Fig. 1: run 1, signal wires on met3
Bar = 20 µm.
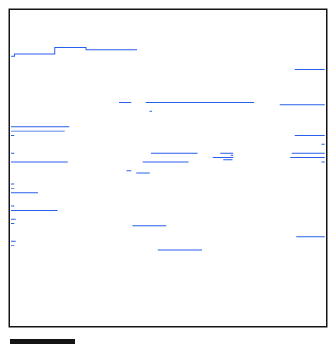
Fig. 2: run 1, routed metal, one colour a layer
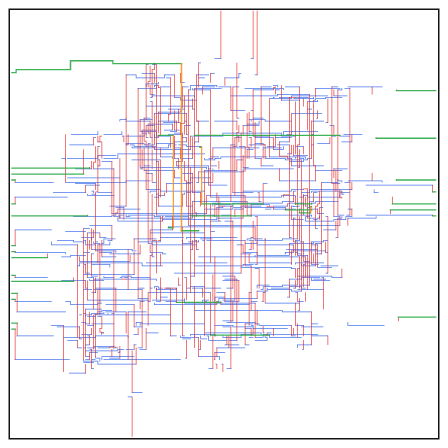
Fig. 3: run 1, placed standard cells
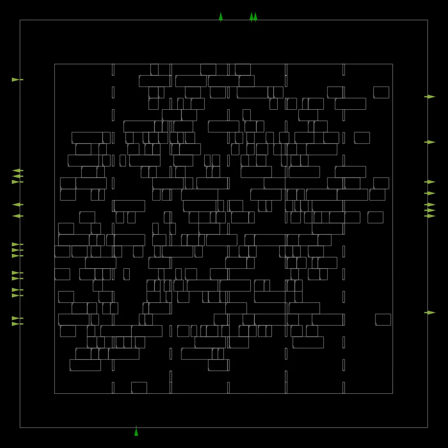
## src/rtl/bin2bcd_seq_if.sv

```systemverilog
// Handshake/bus bundle for bin2bcd_seq.
//   start_i : conversion request (master -> converter)
//   bin_i   : unsigned binary value, WIDTH bits (master -> converter)
//   busy_o  : conversion in progress (converter -> master)
//   done_o  : one-cycle result-valid pulse (converter -> master)
//   bcd_o   : packed BCD result, 4*DIGITS bits, units in [3:0] (converter -> master)
//   ovf_o   : last value exceeded 10^DIGITS-1 (converter -> master)
interface bin2bcd_seq_if #(
    parameter int unsigned WIDTH  = 9,
    parameter int unsigned DIGITS = 3
);
    logic                  start_i;
    logic [WIDTH-1:0]      bin_i;
    logic                  busy_o;
    logic                  done_o;
    logic [4*DIGITS-1:0]   bcd_o;
    logic                  ovf_o;

    modport master (
        output start_i, bin_i,
        input  busy_o, done_o, bcd_o, ovf_o
    );

    modport slave (
        input  start_i, bin_i,
        output busy_o, done_o, bcd_o, ovf_o
    );
endinterface

```

## src/rtl/bin2bcd_seq.sv

```systemverilog
// Sequential binary-to-BCD converter, shift-and-add-3, one bit per clock.
//   clk_i   : clock, rising edge
//   rst_n_i : synchronous active-low reset
//   bus     : bin2bcd_seq_if slave (start/bin in, busy/done/bcd/ovf out)
// Results saturate to all nines when the value does not fit in DIGITS digits.
module bin2bcd_seq #(
    parameter int unsigned WIDTH  = 9,
    parameter int unsigned DIGITS = 3
) (
    input  logic           clk_i,
    input  logic           rst_n_i,
    bin2bcd_seq_if.slave   bus
);
    localparam int unsigned BCD_W = 4 * DIGITS;
    localparam int unsigned CNT_W = $clog2(WIDTH + 1);
    localparam int unsigned SH_W  = BCD_W + WIDTH;
    localparam logic [BCD_W-1:0] NINES = {DIGITS{4'd9}};

    typedef enum logic [1:0] {IDLE, SHIFT, DONE} state_t;

    state_t             state_q, state_d;
    logic [WIDTH-1:0]   bin_q, bin_d;
    logic [BCD_W-1:0]   dig_q, dig_d;
    logic               acc_q, acc_d;
    logic [CNT_W-1:0]   cnt_q, cnt_d;
    logic               busy_q, busy_d;
    logic               done_q, done_d;
    logic [BCD_W-1:0]   bcd_q, bcd_d;
    logic               ovf_q, ovf_d;

    logic [BCD_W-1:0]   adj;
    logic [SH_W-1:0]    shifted;

    // State and datapath registers
    always_ff @(posedge clk_i) begin
        if (!rst_n_i) begin
            state_q <= IDLE;
            bin_q   <= '0;
            dig_q   <= '0;
            acc_q   <= 1'b0;
            cnt_q   <= '0;
            busy_q  <= 1'b0;
            done_q  <= 1'b0;
            bcd_q   <= '0;
            ovf_q   <= 1'b0;
        end else begin
            state_q <= state_d;
            bin_q   <= bin_d;
            dig_q   <= dig_d;
            acc_q   <= acc_d;
            cnt_q   <= cnt_d;
            busy_q  <= busy_d;
            done_q  <= done_d;
            bcd_q   <= bcd_d;
            ovf_q   <= ovf_d;
        end
    end

    // Next-state, datapath and registered-output logic
    always_comb begin
        state_d = state_q;
        bin_d   = bin_q;
        dig_d   = dig_q;
        acc_d   = acc_q;
        cnt_d   = cnt_q;
        bcd_d   = bcd_q;
        ovf_d   = ovf_q;
        adj     = '0;
        shifted = '0;

        // Per-digit add-3, no carry between digits
        for (int i = 0; i < int'(DIGITS); i++) begin
            adj[4*i +: 4] = (dig_q[4*i +: 4] >= 4'd5) ? dig_q[4*i +: 4] + 4'd3
                                                      : dig_q[4*i +: 4];
        end
        shifted = {adj, bin_q} << 1;

        case (state_q)
            IDLE: begin
                if (bus.start_i) begin
                    state_d = SHIFT;
                    bin_d   = bus.bin_i;
                    dig_d   = '0;
                    acc_d   = 1'b0;
                    cnt_d   = '0;
                end
            end
            SHIFT: begin
                dig_d = shifted[SH_W-1 -: BCD_W];
                bin_d = shifted[WIDTH-1:0];
                // Bit shifted out of the top digit means the value does not fit
                acc_d = acc_q | adj[BCD_W-1];
                cnt_d = cnt_q + CNT_W'(1);
                if (cnt_q == CNT_W'(WIDTH - 1)) begin
                    state_d = DONE;
                    ovf_d   = acc_d;
                    bcd_d   = acc_d ? NINES : shifted[SH_W-1 -: BCD_W];
                end
            end
            DONE:    state_d = IDLE;
            default: state_d = IDLE;
        endcase

        busy_d = (state_d == SHIFT);
        done_d = (state_d == DONE);
    end

    assign bus.busy_o = busy_q;
    assign bus.done_o = done_q;
    assign bus.bcd_o  = bcd_q;
    assign bus.ovf_o  = ovf_q;
endmodule

```

## src/flat_wrapper.sv

```systemverilog
// flat-port wrapper written by rule: the top's interface ports become plain ports
module bin2bcd_seq_flat 
#(
    parameter int unsigned WIDTH  = 9,
    parameter int unsigned DIGITS = 3
)
  (clk_i, rst_n_i, bus_start_i, bus_bin_i, bus_busy_o, bus_done_o, bus_bcd_o, bus_ovf_o);
  bin2bcd_seq_if #(.WIDTH(WIDTH), .DIGITS(DIGITS)) bus_i ();
  input  logic clk_i;
  input  logic rst_n_i;
  input wire logic [$bits(bus_i.start_i)-1:0] bus_start_i;
  input wire logic [$bits(bus_i.bin_i)-1:0] bus_bin_i;
  output wire logic [$bits(bus_i.busy_o)-1:0] bus_busy_o;
  output wire logic [$bits(bus_i.done_o)-1:0] bus_done_o;
  output wire logic [$bits(bus_i.bcd_o)-1:0] bus_bcd_o;
  output wire logic [$bits(bus_i.ovf_o)-1:0] bus_ovf_o;
  assign bus_i.start_i = bus_start_i;
  assign bus_i.bin_i = bus_bin_i;
  assign bus_busy_o = bus_i.busy_o;
  assign bus_done_o = bus_i.done_o;
  assign bus_bcd_o = bus_i.bcd_o;
  assign bus_ovf_o = bus_i.ovf_o;
  bin2bcd_seq #(.WIDTH(WIDTH), .DIGITS(DIGITS)) u_core (.clk_i(clk_i), .rst_n_i(rst_n_i), .bus(bus_i));
endmodule
```

## config.mk

```make
export PLATFORM = sky130hd
export DESIGN_NAME = bin2bcd_seq_flat
export DESIGN_NICKNAME = d
export VERILOG_FILES = /design/src/rtl/bin2bcd_seq_if.sv /design/src/rtl/bin2bcd_seq.sv /design/src/flat_wrapper.sv
export SDC_FILE = /design/constraint.sdc
export NUM_CORES = 1
export LEC_CHECK = 0
export ABC_AREA = 0
export CORE_MARGIN = 8
export CORE_UTILIZATION = 30
export CTS_CLUSTER_SIZE = 25
export DETAILED_ROUTE_END_ITERATION = 8
export GPL_TIMING_DRIVEN = 0
export PLACE_DENSITY = 0.51
export SYNTH_ARGS = -nofsm -noshare
export SYNTH_HDL_FRONTEND = slang
export SYNTH_SLANG_ARGS = --single-unit
```

## constraint.sdc

```tcl
create_clock -name clk_i -period 2.5 [get_ports clk_i]
set_clock_uncertainty 0.2 [all_clocks]
set_input_delay 0.375 -clock clk_i [delete_from_list [all_inputs] [get_ports clk_i]]
set_output_delay 0.375 -clock clk_i [all_outputs]
set_load 0.01 [all_outputs]
```

==> design notes, run 1 <==
The tools report the global-route wire length before repair as 8.57 mm. Summed over all layers, the global routing overflow is 0. Setup slack on the worst path after placement came out at 0.301 ns. The worst hold path depth works out to 1.

The final total power is 1.31 mW. By area the synthesized netlist is led by sky130_fd_sc_hd__dfxtp_1 43%, sky130_fd_sc_hd__a21oi_1 6.8%, sky130_fd_sc_hd__o21ai_0 6.0%, sky130_fd_sc_hd__ha_1 5.0%, sky130_fd_sc_hd__a32o_1 3.0%. The run gives 677 as the number of filler cells placed in the layout. The largest area contributor in the synthesized netlist was sky130_fd_sc_hd__dfxtp_1. At the pin with the least slew margin, the transition time is 0.566 ns.

First element of the critical path: u_core.cnt_q[0]. The tools report the synthesized net count as 247. The run gives 2.07% for the proportion of synthesized area in mux cells. Pin count of the biggest net entering global routing: 13. The number of resized instances in the post-cts repair step is 0.

Endpoints failing hold in the final report were tallied at 0. With the number of input and output port buffers inserted at 26, the number of antenna-violating nets in the routed design is 0. The final timing report gives a worst setup slack of 0.398 ns. The clock-pin slew on the worst setup and hold paths works out to 0.08 ns. In the final report, the number of endpoints failing setup comes to 0. The element type at the critical path end was a register.

The H-tree was split into 2 levels. The run gives 3.52 mm for the HPWL after detailed placement. Type of the worst setup path: reg2reg. Leaving out fill and tap cells, the most frequent cells in the layout are 43 x sky130_fd_sc_hd__dfxtp_1, 27 x sky130_fd_sc_hd__a21oi_1, 26 x sky130_fd_sc_hd__clkdlybuf4s50_1. At the end of routability-driven placement, the weighted congestion stood at 0.792.

Yosys shows that the main logic family after synthesis is AND-OR/OR-AND gates. Max fanout on the critical path was recorded as 9. The static leakage is 0.859 nW. Counting instances in the post-synthesis netlist gives the leading cell types as 43 x sky130_fd_sc_hd__dfxtp_1, 27 x sky130_fd_sc_hd__a21oi_1, 24 x sky130_fd_sc_hd__o21ai_0. For this run the top cell type by instance count after synthesis was sky130_fd_sc_hd__dfxtp_1. Per STA, the endpoint of the critical path is u_core.bus.bcd_o[0]. Endpoint of the worst hold path: u_core.bus.bcd_o[9]. TritonCTS built the clock tree.

The stage-log warning count is 30. The later pin in the worst-skew pair is clocked with a latency of 0.29 ns. Per the timing report, the achievable frequency comes out to 476 MHz. The number of antenna violations at the first check in global routing came out at 0.

The run finished with clean final reports. The number of vias per cell after detailed routing was 5.26. The run gives 5.01% for the area fraction in full adders, half adders and majority gates. Final standard cell count with taps included and fillers excluded: 338.

The class of the tightest hold or removal check is reg2reg. For reference, compound AND-OR and OR-AND cells occupy 23.6% of the area reported after synthesis. For this run, the script counts the antenna cells in the layout as 0.
Back to the opening pictures, Fig. 1:
wire length on this layer	290 µm
main direction	horizontal
longest straight run	33.1 µm
nets with wire on the layer	31
via count: 1,778
routed wire length: 5.05 mm

Back to the opening pictures, Fig. 2:
layer	colour	wire length
metal 1	blue	2,440 µm
metal 4	orange	73.4 µm
metal 3	green	290 µm
metal 2	red	2,250 µm

Back to the opening pictures, Fig. 3:
flop share of the area: 35.1%
area of the placeable core: 6390 µm²
sequential cell count of the final layout: 43
final core area utilization: 38.4%

## run 1: cells by family (layout without fill, tap and decap cells)
logic type / count (synthesis) / after routing
AND-OR/OR-AND: 80 / 80
AND/OR/NAND/NOR: 66 / 66
flip-flops: 43 / 43
buffers and inverters: 23 / 57
adder cells (fa/ha/maj): 8 / 8
multiplexers: 4 / 4
XOR/XNOR: 3 / 3
## run 1: where the power goes
group	internal, mW	switching, mW
sequential	0.702	0.00989
clock	0.252	0.232
combinational	0.0464	0.0653
total	1.00	0.307
## run 1: layer usage
metal	up-vias	wire (µm)	track usage [%]
met4	0	73	3.96
met2	42	2250	17.1
li1	890	-	-
met3	8	289	3.70
met5	-	0	0
met1	838	2440	13.5
## run 1: sequential cells by signal, indices dropped and copies added, names as in the netlist
register           flops
u_core.bus.bcd_o      12
u_core.acc_q           1
u_core.dig_q          12
u_core.bus.ovf_o       1
u_core.bin_q           9
u_core.state_q         2
u_core.bus.busy_o      1
u_core.bus.done_o      1
u_core.cnt_q           4
## run 1: critical path: stages, from the launching register on
cell	delay, ns
sky130_fd_sc_hd__dfxtp_1	0.35
sky130_fd_sc_hd__inv_1	0.07
sky130_fd_sc_hd__ha_1	0.14
sky130_fd_sc_hd__and3b_1	0.30
sky130_fd_sc_hd__and2_4	0.18
sky130_fd_sc_hd__buf_6	0.13
sky130_fd_sc_hd__nor4b_4	0.47
sky130_fd_sc_hd__a21oi_1	0.13
## run 1: area by class of cell
type	instances	area share [%]
Buffer	11	2.40
Clock buffer	8	4.08
Inverter	12	1.84
Multi-Input combinational cell	161	42.1
Sequential cell	43	35.1
Tap cell	77	3.93
Timing Repair Buffer	26	10.6
==> run 2: changes to the inputs <==
--- a/config.mk
+++ b/config.mk
@@ -11,7 +11,7 @@
 export CTS_CLUSTER_SIZE = 25
 export DETAILED_ROUTE_END_ITERATION = 8
 export GPL_TIMING_DRIVEN = 0
-export PLACE_DENSITY = 0.51
+export PLACE_DENSITY = 0.53
 export SYNTH_ARGS = -nofsm -noshare
 export SYNTH_HDL_FRONTEND = slang
 export SYNTH_SLANG_ARGS = --single-unit
==> constraint.sdc (replaced) <==
create_clock -name clk_i -period 1.9 [get_ports clk_i]
set_clock_uncertainty 0.2 [all_clocks]
set_input_delay 0.285 -clock clk_i [delete_from_list [all_inputs] [get_ports clk_i]]
set_output_delay 0.285 -clock clk_i [all_outputs]
set_load 0.01 [all_outputs]
==> design notes, run 2 <==
The run finished with clean final reports. By instance count after routing, the leading logic cell types are 37 x sky130_fd_sc_hd__dfxtp_1, 26 x sky130_fd_sc_hd__clkdlybuf4s50_1, 24 x sky130_fd_sc_hd__o21ai_0, 24 x sky130_fd_sc_hd__a21oi_1, 12 x sky130_fd_sc_hd__nand2_1. The top routing layer in use is met4.

The run gives 0 (unchanged) as the final count of negative-setup-slack endpoints. At the end of the flow, the number of nets in the layout was 286. The setup slack at placement came out at -0.217 ns (-0.518 ns). Counting flops with a built-in enable in the synthesized netlist gives 0.

The run gives 0.549 ns (-0.0173 ns) for the measured slew at the worst slew-check pin. With the switching part of the total power at 23.3% (-0.17 points), the routed metal-1 wire length is 2.44 mm (+0.12%). The tools report the number of antenna-violating nets in the routed design as 0 (unchanged). The number of vias per cell after detailed routing came out at 5.12 (-2.6%). After synthesis, the cell types taking the most area are sky130_fd_sc_hd__dfxtp_1 43%, sky130_fd_sc_hd__a21oi_1 6.8%, sky130_fd_sc_hd__o21ai_0 6.0%, sky130_fd_sc_hd__ha_1 5.0%, sky130_fd_sc_hd__a32o_1 3.0%. The largest area contributor in the synthesized netlist is sky130_fd_sc_hd__dfxtp_1. The number of global-route vias before repair is 1,740. The total congestion overflow was 0 (unchanged); the number of hold violations in the final report was 0 (unchanged). The worst hold path depth works out to 1 (unchanged).

The run gives 546 MHz (+15%) for the achievable frequency. The tools report the count of yosys warnings during synthesis as 0. Leaving out buffers and inverters, the combinational logic in the layout accounts for 1110 µm². With the diode insertion count for antenna repair at 0 (unchanged), the static leakage is 0.905 nW (+5.4%). The number of antenna violations at the first check in global routing is 0 (unchanged). The logs give 3.47 mm (-1.5%) for the HPWL after detailed placement and 2590 µm² for the design area.

Post-layout worst setup margin: 0.0699 ns (-0.328 ns). The number of input and output port buffers inserted is 26 (unchanged). Worst hold slack: 0.273 ns.

With the part of the power in registers at 52.4% (-2.0 points), the weighted congestion at the end of routability-driven global placement is 0.829 (+4.6%). The pin count of the biggest net entering global routing came out at 13 (unchanged). The netlist uses 39 different library cells. The clock-pin slew on the worst setup and hold paths came out at 0.08 ns (about the same). The run gives 343 (+1.5%) for the final standard cell count with taps included and fillers excluded.

The clock network latency to the later pin of the worst-skew pair was 0.29 ns (about the same); the stage-log warning count was 30 (unchanged). The type of the worst setup path was reg2reg. The run gives 39.2% (+2.2 points) for the clock network fraction of design power.

TritonCTS built the clock tree. The synthesized net count is 247 (unchanged), and the total length of routed met2 wires is 2.25 mm (+0.18%). Global-route wire length before repair: 8.42 mm (-1.7%). H-tree depth: 2 (unchanged).

The run gives 0.417 mW (+36%) as the power spent charging and discharging nets. The final total power came out at 1.79 mW (+37%). The number of vias after detailed routing is 1,757 (-1.2%), and the placeable core area is 6390 µm² (unchanged).

The group drawing the most power is registers. STA classifies the critical path endpoint as a register. The largest fanout on the critical path works out to 6 (-3). Power in sequential cells: 0.936 mW (+31%). Sorting the synthesized cells by how often they occur yields 43 x sky130_fd_sc_hd__dfxtp_1, 27 x sky130_fd_sc_hd__a21oi_1, 24 x sky130_fd_sc_hd__o21ai_0. The tools report the quantity of hold-fixing buffers added after cts as 0.

The path class of the tightest hold or removal check is reg2reg. The total wire length after detailed routing was 5.02 mm (-0.55%); the power dissipated in combinational cells was 0.151 mW (+35%). With the detailed-routed wire length on met3 at 278 µm (-3.8%), the clock network power consumption is 0.701 mW (+45%). The run gives 1.37 mW (+37%) for the internal portion of total power. For the final core utilization, the log shows 40.5% (+2.1 points). The cell with the most instances after synthesis is sky130_fd_sc_hd__dfxtp_1. The run gives 8.4% (about the same) as the part of the total power dissipated in combinational logic.
-- run 2: per-layer routing --
layer | vias to the layer above | global-route usage, %
met3 | 4 | 3.49
met4 | 0 | 3.50
met5 | - | 0
met1 | 822 | 12.7
met2 | 29 | 17.3
li1 | 902 | -
-- run 2: logic make-up after synthesis --
kind of cell,count (synthesis),synth area share [%]
muxes,4,2.07
buffers and inverters,23,5.20
DFF,43,43.1
and+or+nand+nor,66,19.7
AOI/OAI and AO/OA,80,23.6
xor gates and xnor gates,3,1.32
adders and majority gates,8,5.01
-- run 2: critical path: stages (launching register included) --
cell and delay [ns]:
sky130_fd_sc_hd__dfxtp_2 0.34, sky130_fd_sc_hd__inv_1 0.12, sky130_fd_sc_hd__ha_1 0.16, sky130_fd_sc_hd__nand2b_4 0.12, sky130_fd_sc_hd__nor3b_4 0.30, sky130_fd_sc_hd__nor4_4 0.05
sky130_fd_sc_hd__buf_4 0.17, sky130_fd_sc_hd__a32o_1 0.25
-- run 2: what timing repair did --
action | CTS | global route
setup buffers | 3 | 3
hold endpoints to repair | 0 | 0
gates resized | 10 | 13
endpoints found under the setup margin | 13 | 19
pin swaps | 1 | 0
-- run 2: final cells by class --
class	instances	area share, %
plain buffers	11	2.32
well taps	77	3.73
clock buffers	6	2.81
multi-input cells	161	42.8
clock inverters	1	1.16
repair buffers	32	11.8
inverters	12	1.74
flip-flops and latches	43	33.7
-- run 2: final timing paths --
check,from,end,slack (ns)
max reg2reg,u_core.dig_q[9],u_core.bus.bcd_o[1],0.07
max,u_core.dig_q[9],u_core.bus.bcd_o[1],0.07
min reg2reg,u_core.bus.bcd_o[10],u_core.bus.bcd_o[10],0.27
min,u_core.bus.bcd_o[10],u_core.bus.bcd_o[10],0.27
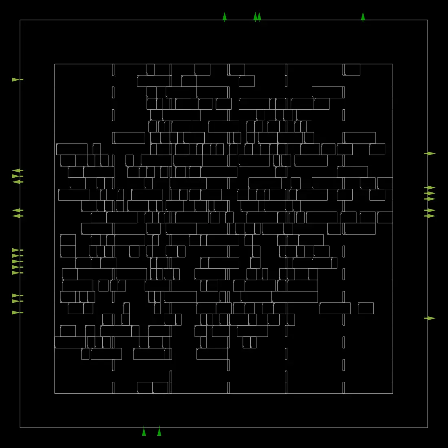
Fig. 4. Placed standard cells (run 2).
Tapcell Cnt: 77
flop share of the area: 33.7%
filler instances: 651

==> run 3: changes to the inputs <==
--- a/config.mk
+++ b/config.mk
@@ -7,11 +7,11 @@
 export LEC_CHECK = 0
 export ABC_AREA = 0
 export CORE_MARGIN = 8
-export CORE_UTILIZATION = 30
+export CORE_UTILIZATION = 49
 export CTS_CLUSTER_SIZE = 25
 export DETAILED_ROUTE_END_ITERATION = 8
 export GPL_TIMING_DRIVEN = 0
-export PLACE_DENSITY = 0.53
+export PLACE_DENSITY = 0.77
 export SYNTH_ARGS = -nofsm -noshare
 export SYNTH_HDL_FRONTEND = slang
 export SYNTH_SLANG_ARGS = --single-unit
==> constraint.sdc (replaced) <==
create_clock -name clk_i -period 1.9 [get_ports clk_i]
set_clock_uncertainty 0.2 [all_clocks]
set_input_delay 0.19 -clock clk_i [delete_from_list [all_inputs] [get_ports clk_i]]
set_output_delay 0.19 -clock clk_i [all_outputs]
set_load 0.01 [all_outputs]
==> design notes, run 3 <==
The flow ran to the end, and the final reports show no timing, DRC or antenna violations. The total wire length after detailed routing came out at 4.75 mm (-5.5%). The pin count of the biggest net entering global routing was 14 (+1).

The tools report the number of antenna-violating nets in the routed design as 0 (unchanged). The worst hold slack was 0.272 ns (-0.00112 ns). H-tree depth: 2 (unchanged). The family of cells with the greatest summed delay on the critical path was simple AND/OR/NAND/NOR gates. Count of yosys warnings during synthesis: 0 (unchanged). The logs give 0 (unchanged) for the diode insertion count for antenna repair and 547 MHz (+0.18%) for the achievable frequency. STA classifies the critical path endpoint as a register.

The first detailed-routing pass took 4 iterations. Yosys instantiated no cell more often than sky130_fd_sc_hd__dfxtp_1. The run gives 247 (unchanged) as the synthesized net count. The run gives 0 (unchanged) for the final count of negative-setup-slack endpoints. The number of enable-type register cells in the synthesized netlist is 0 (unchanged). The count of buffering cells on the critical path with inverters included works out to 3 (+1). The number of hold violations in the final report is 0 (unchanged), and the static leakage is 0.909 nW (+0.44%). The class of the tightest hold or removal check is reg2reg.

The routed metal-1 wire length came out at 2.14 mm (-12%). The met3 track utilization from global routing came out at 5.41% (+1.9 points). Looking at the cell usage after synthesis, the top flip-flop cell is sky130_fd_sc_hd__dfxtp_1. OpenROAD reports that the post-layout worst path occupies 96.1% of the period. The total length of routed met2 wires came out at 2.22 mm (-1.5%). The largest total area in the synthesized netlist belongs to sky130_fd_sc_hd__dfxtp_1. The distinct cell type count after synthesis was 39 (unchanged). The stage-log warning count works out to 31 (+3.3%). The type of the worst setup path was reg2reg.

The run gives 286 (unchanged) as the layout net count. Yosys stat counts 227 cells in the synthesized netlist. The number of global-route vias before repair came out at 1,673 (-3.9%).

Peak-usage layer in the global routing report: met2. In this run the top signal layer used is met4. The clock network latency to the later pin of the worst-skew pair was 0.30 ns (about the same). The run gives 3.21 mm (-7.3%) for the HPWL after detailed placement.

The run gives 5.63 (+9.9%) for the number of vias per cell after detailed routing. Number of input and output port buffers inserted: 26 (unchanged). TritonCTS built the clock tree.

Listed in order, past its start point the critical path passes inv_2 > ha_1 > nand2b_4 > nor3b_4 > buf_4 > nor4b_4 > buf_4 > a21oi_1. The met1 track demand over resource in global routing was 18.4% (+5.7 points). The weighted congestion at the end of routability-driven global placement came out at 0.782 (-5.7%). The tools report the total congestion overflow as 0 (unchanged).

The worst hold path depth is 1 (unchanged), and the clock-pin slew on the worst setup and hold paths is 0.08 ns (about the same). In the layout the commonest cells are 39 x sky130_fd_sc_hd__dfxtp_1, 26 x sky130_fd_sc_hd__clkdlybuf4s50_1, 24 x sky130_fd_sc_hd__o21ai_0, 24 x sky130_fd_sc_hd__a21oi_1, 12 x sky130_fd_sc_hd__nand2_1. The cell at the slowest stage of the critical path is sky130_fd_sc_hd__dfxtp_2. The global-route wire length before repair was 7.78 mm (-7.6%). Quantity of hold-fixing buffers added after cts: 0 (unchanged). Ranked by total cell area, the synthesized netlist is headed by sky130_fd_sc_hd__dfxtp_1 43%, sky130_fd_sc_hd__a21oi_1 6.8%, sky130_fd_sc_hd__o21ai_0 6.0%, sky130_fd_sc_hd__ha_1 5.0%, sky130_fd_sc_hd__a32o_1 3.0%.

The placeable core area came out at 3970 µm² (-38%). The run gives 1,784 (+1.5%) for the number of vias after detailed routing. The commonest cells after synthesis are 43 x sky130_fd_sc_hd__dfxtp_1, 27 x sky130_fd_sc_hd__a21oi_1, 24 x sky130_fd_sc_hd__o21ai_0. With the met2 demand-to-capacity share in global routing at 24.6% (+7.3 points), the number of antenna violations at the first check in global routing is 0 (unchanged). The instance count on the critical path is 8 (+1), and the measured slew at the worst slew-check pin is 0.568 ns (+0.0188 ns).

By instance count, the cell type seen most on the critical path is sky130_fd_sc_hd__buf_4. The largest stage delay on the critical path works out to 0.37 ns (+0.03 ns).
run 3: cell counts after synthesis:
Identical to the previous run, type by type.
run 3: final cells by class:
type                    count  area (µm²)  area share (%)
well taps                  50        62.6            2.46
inverters                  12        45.0            1.77
multi-input cells         161        1080            42.7
repair buffers             32         305            12.0
clock buffers               6        82.6            3.25
clock inverters             2        35.0            1.38
plain buffers              11        58.8            2.32
flip-flops and latches     43         866            34.1
run 3: final timing paths:
check / from / end / slack, ns
worst min-delay path: u_core.bus.bcd_o[5] / u_core.bus.bcd_o[5] / 0.27
worst max-delay path: u_core.dig_q[9] / u_core.bus.bcd_o[11] / 0.07
worst max register to register: u_core.dig_q[9] / u_core.bus.bcd_o[11] / 0.07
worst min register to register: u_core.bus.bcd_o[5] / u_core.bus.bcd_o[5] / 0.27
run 3: what timing repair did:
action,CTS,global route
resized,5,10
setup endpoints to repair,14,18
pin swaps,1,1
endpoints found under the hold margin,0,0
buffers inserted,4,2
run 3: logic make-up after synthesis:
| family | count (synthesis) | share of synthesized area, % |
|---|---|---|
| mux | 4 | 2.07 |
| xor+xnor | 3 | 1.32 |
| simple gates | 66 | 19.7 |
| buf+inv | 23 | 5.20 |
| fa+ha+maj | 8 | 5.01 |
| flops | 43 | 43.1 |
| compound gates | 80 | 23.6 |
run 3: report_power, final:
part	switching, mW	internal (mW)
logic	0.0854	0.0614
clock network	0.319	0.425
registers	0.0139	0.924
total	0.418	1.41
run 3: per-stage QoR:
stage / TNS, ns / setup slack (ns) / cells / instance area (µm²)
after floorplan: 0 / 0.0970 / 227 / 2000
after global placement: -0.937 / -0.0962 / 303 / 2320
after detailed placement: -1.66 / -0.134 / 303 / 2320
after CTS: 0 / 0.0106 / 315 / 2480
after global routing: -0.0453 / -0.0204 / 317 / 2540
final: 0 / 0.0732 / 317 / 2540
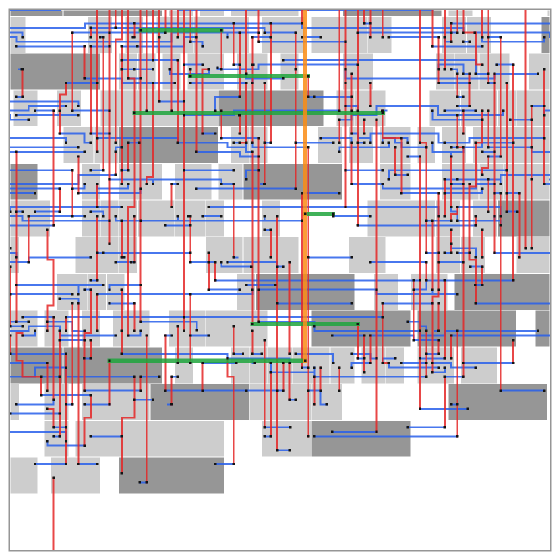
Fig. 5. A small window of the routed layout (run 3).
Window x 20 to 60, y 4 to 44 µm. Cells in grey, sequential cells in the stronger grey; small squares are vias.
layer	colour
metal 1	blue
metal 3	green
metal 4	orange
metal 2	red
sequential cells in the window	15
netlist names of flops here include	u_core.bin_q (4), u_core.cnt_q (4), u_core.dig_q (4)
cells with their middle in the window	113
most frequent	dfxtp_1 (13), a21oi_1 (10), nor2_1 (9)

Power is estimated from default activity; no workload was simulated.
